File: src/rtl/fc_err_receiver.sv
// fc_err_receiver
// Receiving end of the FC error-propagation interface. Collects one
// mini-batch of FC error words, applies the ReLU derivative using activation
// signs snooped from the FC input write bus, then streams the masked errors to
// the conv back-propagation stage one beat per valid/ready handshake.
//
// Ports
//   clk, reset                 clock, asynchronous active-high reset
//   we, addr, data             FC write bus (snooped only)
//   fc1_com_end, fc2_com_end   FC bank select; both low = FC input layer writes
//   bck_prop_start             level, high for the whole back-prop of a batch
//   fc_err_valid/prop/addr     one-cycle strobe carrying an error word and cell
//   fc_bck_prop_end            level, FC memory finished emitting errors
//   err_out_valid/ready/data/addr  masked error stream, cells 0..FRT_CELL-1
//   conv_err_done              one-cycle pulse after the last beat is accepted
//   err_missing, err_addr_oob  sticky per-batch error flags
module fc_err_receiver #(
    parameter int FRT_CELL = 32,
    parameter int DATA_W   = 16,
    parameter int ADDR_W   = 16
) (
    input  logic              clk,
    input  logic              reset,
    input  logic              we,
    input  logic [ADDR_W-1:0] addr,
    input  logic [DATA_W-1:0] data,
    input  logic              fc1_com_end,
    input  logic              fc2_com_end,
    input  logic              bck_prop_start,
    input  logic              fc_err_valid,
    input  logic [DATA_W-1:0] fc_err_prop,
    input  logic [ADDR_W-1:0] fc_err_addr,
    input  logic              fc_bck_prop_end,
    output logic              err_out_valid,
    input  logic              err_out_ready,
    output logic [DATA_W-1:0] err_out_data,
    output logic [ADDR_W-1:0] err_out_addr,
    output logic              conv_err_done,
    output logic              err_missing,
    output logic              err_addr_oob
);

    localparam int IDX_W = (FRT_CELL > 1) ? $clog2(FRT_CELL) : 1;
    localparam logic [IDX_W-1:0] LAST_IDX = IDX_W'(FRT_CELL - 1);

    typedef enum logic [2:0] {IDLE, COLLECT, CHECK, STREAM, DONE} state_t;

    state_t              state;
    logic [FRT_CELL-1:0] act_pos;
    logic [FRT_CELL-1:0] rx;
    logic [DATA_W-1:0]   err_buf [FRT_CELL];
    logic [IDX_W-1:0]    idx;
    logic                start_q;

    logic             start_rise;
    logic             snoop_hit;
    logic             err_in_range;
    logic [IDX_W-1:0] snoop_idx;
    logic [IDX_W-1:0] err_idx;
    logic [IDX_W-1:0] idx_nxt;

    assign start_rise   = bck_prop_start && !start_q;
    assign snoop_hit    = we && !fc1_com_end && !fc2_com_end && (addr < ADDR_W'(FRT_CELL));
    assign err_in_range = fc_err_addr < ADDR_W'(FRT_CELL);
    assign snoop_idx    = addr[IDX_W-1:0];
    assign err_idx      = fc_err_addr[IDX_W-1:0];
    assign idx_nxt      = idx + IDX_W'(1);

    // Activation sign bitmap: 1 where the forward activation was strictly
    // positive, i.e. where the ReLU derivative is 1.
    always_ff @(posedge clk or posedge reset) begin
        if (reset)
            act_pos <= '0;
        else if (snoop_hit)
            act_pos[snoop_idx] <= !data[DATA_W-1] && (|data);
    end

    always_ff @(posedge clk or posedge reset) begin
        if (reset) begin
            state         <= IDLE;
            rx            <= '0;
            idx           <= '0;
            // Treat a start level already high out of reset as "not a new
            // edge": a batch interrupted by reset must not self-restart.
            start_q       <= 1'b1;
            err_out_valid <= 1'b0;
            err_out_data  <= '0;
            err_out_addr  <= '0;
            conv_err_done <= 1'b0;
            err_missing   <= 1'b0;
            err_addr_oob  <= 1'b0;
            for (int i = 0; i < FRT_CELL; i++) err_buf[i] <= '0;
        end else begin
            start_q       <= bck_prop_start;
            conv_err_done <= 1'b0;
            case (state)
                IDLE: begin
                    if (start_rise) begin
                        state        <= COLLECT;
                        rx           <= '0;
                        err_missing  <= 1'b0;
                        err_addr_oob <= 1'b0;
                        // Cleared buffer makes unreceived cells stream as 0.
                        for (int i = 0; i < FRT_CELL; i++) err_buf[i] <= '0;
                    end
                end
                COLLECT: begin
                    if (!bck_prop_start) begin
                        state <= IDLE;
                    end else begin
                        if (fc_err_valid) begin
                            if (err_in_range) begin
                                err_buf[err_idx] <= act_pos[err_idx] ? fc_err_prop : '0;
                                rx[err_idx]      <= 1'b1;
                            end else begin
                                err_addr_oob <= 1'b1;
                            end
                        end
                        if (fc_bck_prop_end) state <= CHECK;
                    end
                end
                CHECK: begin
                    if (!bck_prop_start) begin
                        state <= IDLE;
                    end else begin
                        err_missing   <= ~&rx;
                        idx           <= '0;
                        err_out_valid <= 1'b1;
                        err_out_data  <= err_buf[0];
                        err_out_addr  <= '0;
                        state         <= STREAM;
                    end
                end
                STREAM: begin
                    if (!bck_prop_start) begin
                        state         <= IDLE;
                        err_out_valid <= 1'b0;
                    end else if (err_out_ready) begin
                        if (idx == LAST_IDX) begin
                            state         <= DONE;
                            err_out_valid <= 1'b0;
                            conv_err_done <= 1'b1;
                        end else begin
                            idx          <= idx_nxt;
                            err_out_data <= err_buf[idx_nxt];
                            err_out_addr <= ADDR_W'(idx_nxt);
                        end
                    end
                end
                DONE: begin
                    // conv_err_done was raised on entry; it drops here.
                    state <= IDLE;
                end
                default: state <= IDLE;
            endcase
        end
    end

endmodule

File: config.mk
export PLATFORM = sky130hd
export DESIGN_NAME = fc_err_receiver
export DESIGN_NICKNAME = d
export VERILOG_FILES = /design/src/rtl/fc_err_receiver.sv
export SDC_FILE = /design/constraint.sdc
export NUM_CORES = 1
export LEC_CHECK = 0
export ABC_AREA = 1
export CAP_MARGIN = 20
export CELL_PAD_IN_SITES_DETAIL_PLACEMENT = 2
export CELL_PAD_IN_SITES_GLOBAL_PLACEMENT = 2
export CORE_MARGIN = 4
export CORE_UTILIZATION = 40
export CTS_BUF_LIST = sky130_fd_sc_hd__clkbuf_4
export CTS_CLUSTER_SIZE = 16
export DETAILED_ROUTE_END_ITERATION = 10
export MAX_ROUTING_LAYER = met4
export PLACE_DENSITY = 0.94
export SYNTH_ARGS = -nofsm -noshare
export SYNTH_HDL_FRONTEND = slang
export SYNTH_SLANG_ARGS = --single-unit
File: constraint.sdc
create_clock -name clk -period 32.8 [get_ports clk]
set_input_delay 4.92 -clock clk [delete_from_list [all_inputs] [get_ports clk]]
set_output_delay 4.92 -clock clk [all_outputs]
set_load 0.05 [all_outputs]
==> run_1/metal_stack.png <==
Scale bar: 100 um. Two of the layers only.
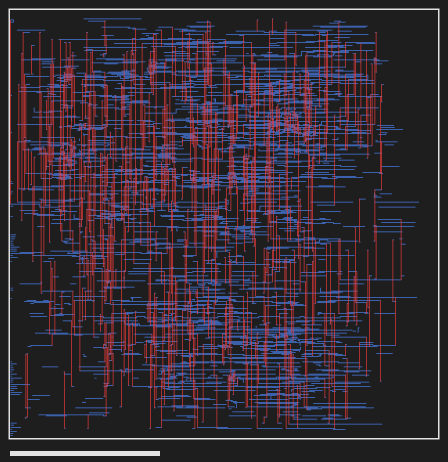
| layer | colour | wire length |
|---|---|---|
| met4 | red | 17500 um |
| met3 | blue | 19700 um |

==> run_1/final_congestion.png <==
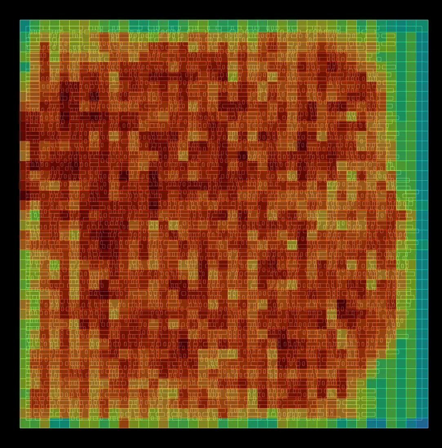
utilization after layout: 45.6%
Routed WL per cell: 35.3 um

==> run_1/registers.png <==
Scale bar: 100 um. Other sequential cells in the stronger grey, the rest of the logic in the fainter grey.
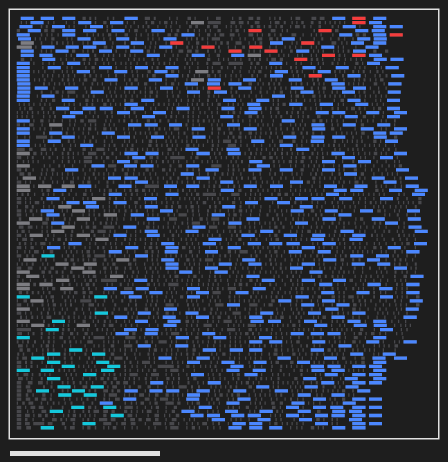
| name in the netlist | colour | sequential cells |
|---|---|---|
| act_pos | cyan | 32 |
| err_out_data | red | 16 |
| err_buf | blue | 512 |

==> results.cfg, run 1 <==
; yosys + openroad results
[final_timing]
worst_pin_slew_ns = 1.29
layout_setup_ws_ns = 24.95
layout_min_cycle_time_ns = 7.85
slew_headroom_pct = 13.4
drv_slew = 0
max_freq_mhz = 127
finalClockPeriodUsage_pct = 23.9

[floorplan]
rows = 101
io_pins = 109
taps = 978
core_util_floorplan_pct = 40.3

[synth]
area_leaders = dfrtp_1 (49%), nand2_1 (31%), nand3_1 (5.6%), inv_1 (2.3%), buf_2 (1.9%)
syn-cell-area_um2 = 30600
ys_cells = 4272
edf_count = 0
synthAoiAreaFrac_pct = 2.93
synth.area.mux_share_pct = 0
async_reset_ff_share_pct = 100
most_common_cell = nand2_1
synth_xor_xnor_area_share_pct = 0.0860
ys_sh_simple_pct = 40.8
syn_avg_cell_area_um2 = 7.15
ys_chip_area_um2 = 30600

[final_layout]
design_area_um2 = 34600
final_layout_size_suffix_gt1_share_pct = 9.33
final_cell_mix = nand2_1 (2507), dfrtp_1 (603), nand3_1 (342), clkbuf_4 (250), inv_1 (186)
seq_share_pct = 43.8
nNonClkInverters = 195
final-nonclk-buf-share_pct = 4.40
seq_cells = 605
final_common_cell = nand2_1
largestClassByArea = registers
nClkBuffers = 249
nMultiInputCombCells = 3225
largest_register_ffs = 512
num-fill-cells = 8765
stdcell_count = 5480

[detailed_routing]
avgViaCountPerCell = 6.50
vias = 35600
wirelength_um = 193000
drt_iter0_drc = 5164

[setup_path]
crit_arrival_ns = 8.87
crit_fanout = 16
r2r_start = err_out_addr[0]
critPathSlowestCell = nor3_4
cp_top_family = simple AND/OR/NAND/NOR gates
worstReg2RegEnd = err_out_data[9]
reg2reg_depth = 13

[run_status]
status = finished clean

[placement]
hpwlAfterDp_um = 88900
post-place-ws_ns = 23.92
place_congestion = 0.802
dp_cells = 5151

[pwr]
p_per_area_nw_per_um2 = 79.9
p_total_mw = 2.76
p_leak_nw = 18.7

[clock_tree]
path_clk_slew_ns = 0.08
clockRootBuffer = clkbuf_4
cts_tree = yes
clock.latency.late_pin_ns = 1.16

[global_routing]
grt_overflow = 0
met3_usage_pct = 11.4
antenna_found_initial = 18
use_met1_pct = 54.2

[run]
cap_violations = 0
run 1: worst min path at each step:
stage / startpoint / to / slack [ns] / cells after the start
after floorplan: err_buf[492] / err_buf[492] / 0.44 / 2
after global placement: err_buf[86] / err_buf[86] / 0.46 / 2
after detailed placement: err_buf[334] / err_buf[334] / 0.47 / 2
after CTS: err_buf[23] / err_buf[23] / 0.49 / 2
after global routing: err_buf[103] / err_buf[103] / 0.52 / 2
final: err_buf[23] / err_buf[23] / 0.49 / 2
run 1: report_power, final:
part / internal [mW] / switching, mW / total, mW
Clock: 0.367 / 0.476 / 0.843
Combinational: 0.196 / 0.899 / 1.09
Sequential: 0.782 / 0.0432 / 0.825
==> run 2, diff against run 1 <==
CORE_UTILIZATION = 37   (was 40)
PLACE_DENSITY = 0.88   (was 0.94)
clock period = 8.1 ns   (was 32.8 ns; I/O delays follow)
==> run 2 against run 1 <==
Non-clock buffer count decreased by 14. Sequential power went up to 4.0 times the previous value. Setup slack lost 22 ns. Final cell count is 1.0% higher. Critical path depth rose by 3. Clock skew down 0.032 ns. Global-route usage is 10 points lower. Utilization fell by 3.4 points. Final area grew 0.13%. Clock power rose to 4.0 times the previous value. Clock-buffer cell count up 11. Hold slack got worse by 0.0043 ns. Highest routed layer unchanged.
==> results.cfg, run 2 <==
; yosys + openroad results
[run_status]
status = finished clean

[pwr]
p_clk_share_pct = 30.4
pwr-share-seq_pct = 30.3
p_leak_nw = 18.6
p_per_area_nw_per_um2 = 318
power_leader = combinational cells
p_total_mw = 11.0
p_sw_share_pct = 49.7
p_clk_mw = 3.35
internal-power_mw = 5.54
pg_comb_mw = 4.33
comb_power_share_pct = 39.3
power.switching_mw = 5.48

[final_layout]
seq_cells = 605
num-fill-cells = 9522
stdcell_count = 5536
nNonClkInverters = 195
final_cell_mix = nand2_1 (2507), dfrtp_1 (603), nand3_1 (342), clkbuf_4 (260), inv_1 (185)
largest_register_ffs = 512
largestClassByArea = registers
nMultiInputCombCells = 3225
nClkBuffers = 260
antenna_cells = 3

[clock_tree]
cts_made_buffers = 177
clock_sinks = 605
clockRootBuffer = clkbuf_4
clock.latency.late_pin_ns = 1.15
cts_tree = yes

[synth]
async_reset_ff_share_pct = 100
ys_chip_area_um2 = 30600
area_leaders = dfrtp_1 (49%), nand2_1 (31%), nand3_1 (5.6%), inv_1 (2.3%), buf_2 (1.9%)
most_common_cell = nand2_1
synth_xor_xnor_area_share_pct = 0.0860
syn_avg_cell_area_um2 = 7.15
edf_count = 0
ys_sh_simple_pct = 40.8
synthAoiAreaFrac_pct = 2.93
synth.area.mux_share_pct = 0
top_logic_kind = simple AND/OR/NAND/NOR gates

[setup_path]
slowest_delay_ns = 0.82
critPathSlowestCell = nand2_1
crit_fanout = 37
crit_path_end_kind = flip-flop
cp_common_cell = nand2_1
worstPathRequired_ns = 9.10
cp_top_family = simple AND/OR/NAND/NOR gates
crit_arrival_ns = 5.97

[floorplan]
taps = 1070
core_util_floorplan_pct = 37.3

[detailed_routing]
vias = 33900
avgViaCountPerCell = 6.12
wire_per_inst_um = 32.0
drt_iter0_drc = 3511
wirelength_um = 177000

[placement]
placed_area_um2 = 32300
place_congestion = 0.792
hpwlAfterDp_um = 78200
dp_cells = 5232

[final_timing]
layout_setup_ws_ns = 3.13
finalClockPeriodUsage_pct = 61.3
drv_slew = 0
slew_headroom_pct = 14.3
layout_min_cycle_time_ns = 4.97
worst_pin_slew_ns = 1.28
max_freq_mhz = 201

[run]
cap_violations = 0

[global_routing]
grt_overflow = 0
grt_max_degree = 138
antenna_found_initial = 3
-- run 2: path summary, 6_finish.rpt --
path	slack [ns]	end	from	cells after the start
max in group asynchronous	5.70	err_buf[56]	reset	4
setup / recovery	3.13	err_buf[369]	state[2]	10
hold / removal	0.48	err_buf[116]	err_buf[116]	2
setup reg to reg	3.13	err_buf[369]	state[2]	10
min in group asynchronous	0.59	act_pos[13]	reset	2
hold reg to reg	0.48	err_buf[116]	err_buf[116]	2
-- run 2: routing by layer --
layer  part of all wire [%]  wire length, um  GRT usage (%)
met1                     35            62300           41.0
met2                     48            84900           63.1
met3                    7.6            13400           7.44
met4                    9.3            16500           25.1
met5                      0                0              -
==> run_2/cell_classes.png <==
Scale bar: 100 um.
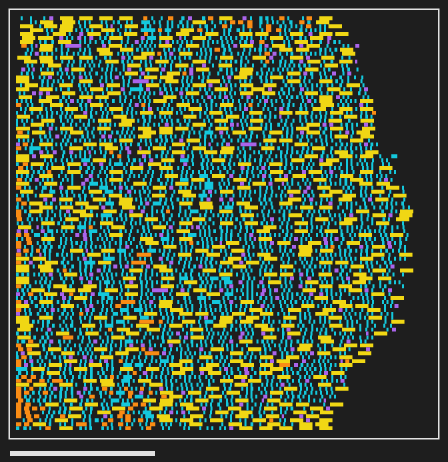
| class | colour | cells | share of their area |
|---|---|---|---|
| all other logic | cyan | 3420 | 43% |
| clock drivers and dummy loads | purple | 297 | 6.7% |
| flip-flops | yellow | 605 | 46% |
| other buffers and delay cells | orange | 141 | 4.4% |
utilization after layout: 42.2%
row count: 105

==> run_2/registers.png <==
Scale bar: 100 um. Other sequential cells in the stronger grey, the rest of the logic in the fainter grey.
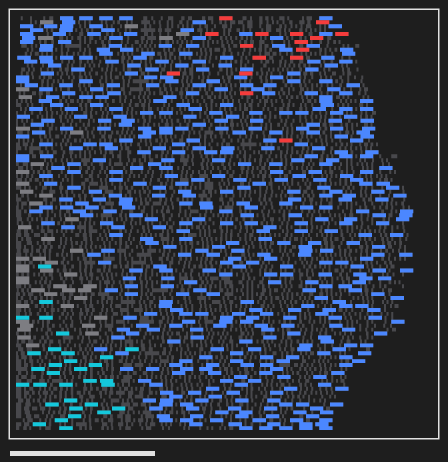
| name in the netlist | colour | sequential cells |
|---|---|---|
| act_pos | cyan | 32 |
| err_buf | blue | 512 |
| err_out_data | red | 16 |
Power Sequential: 3.34 mW
register area: 15100 um^2
proportion of cell area occupied by registers: 43.8%

Power is estimated from default activity; no workload was simulated.
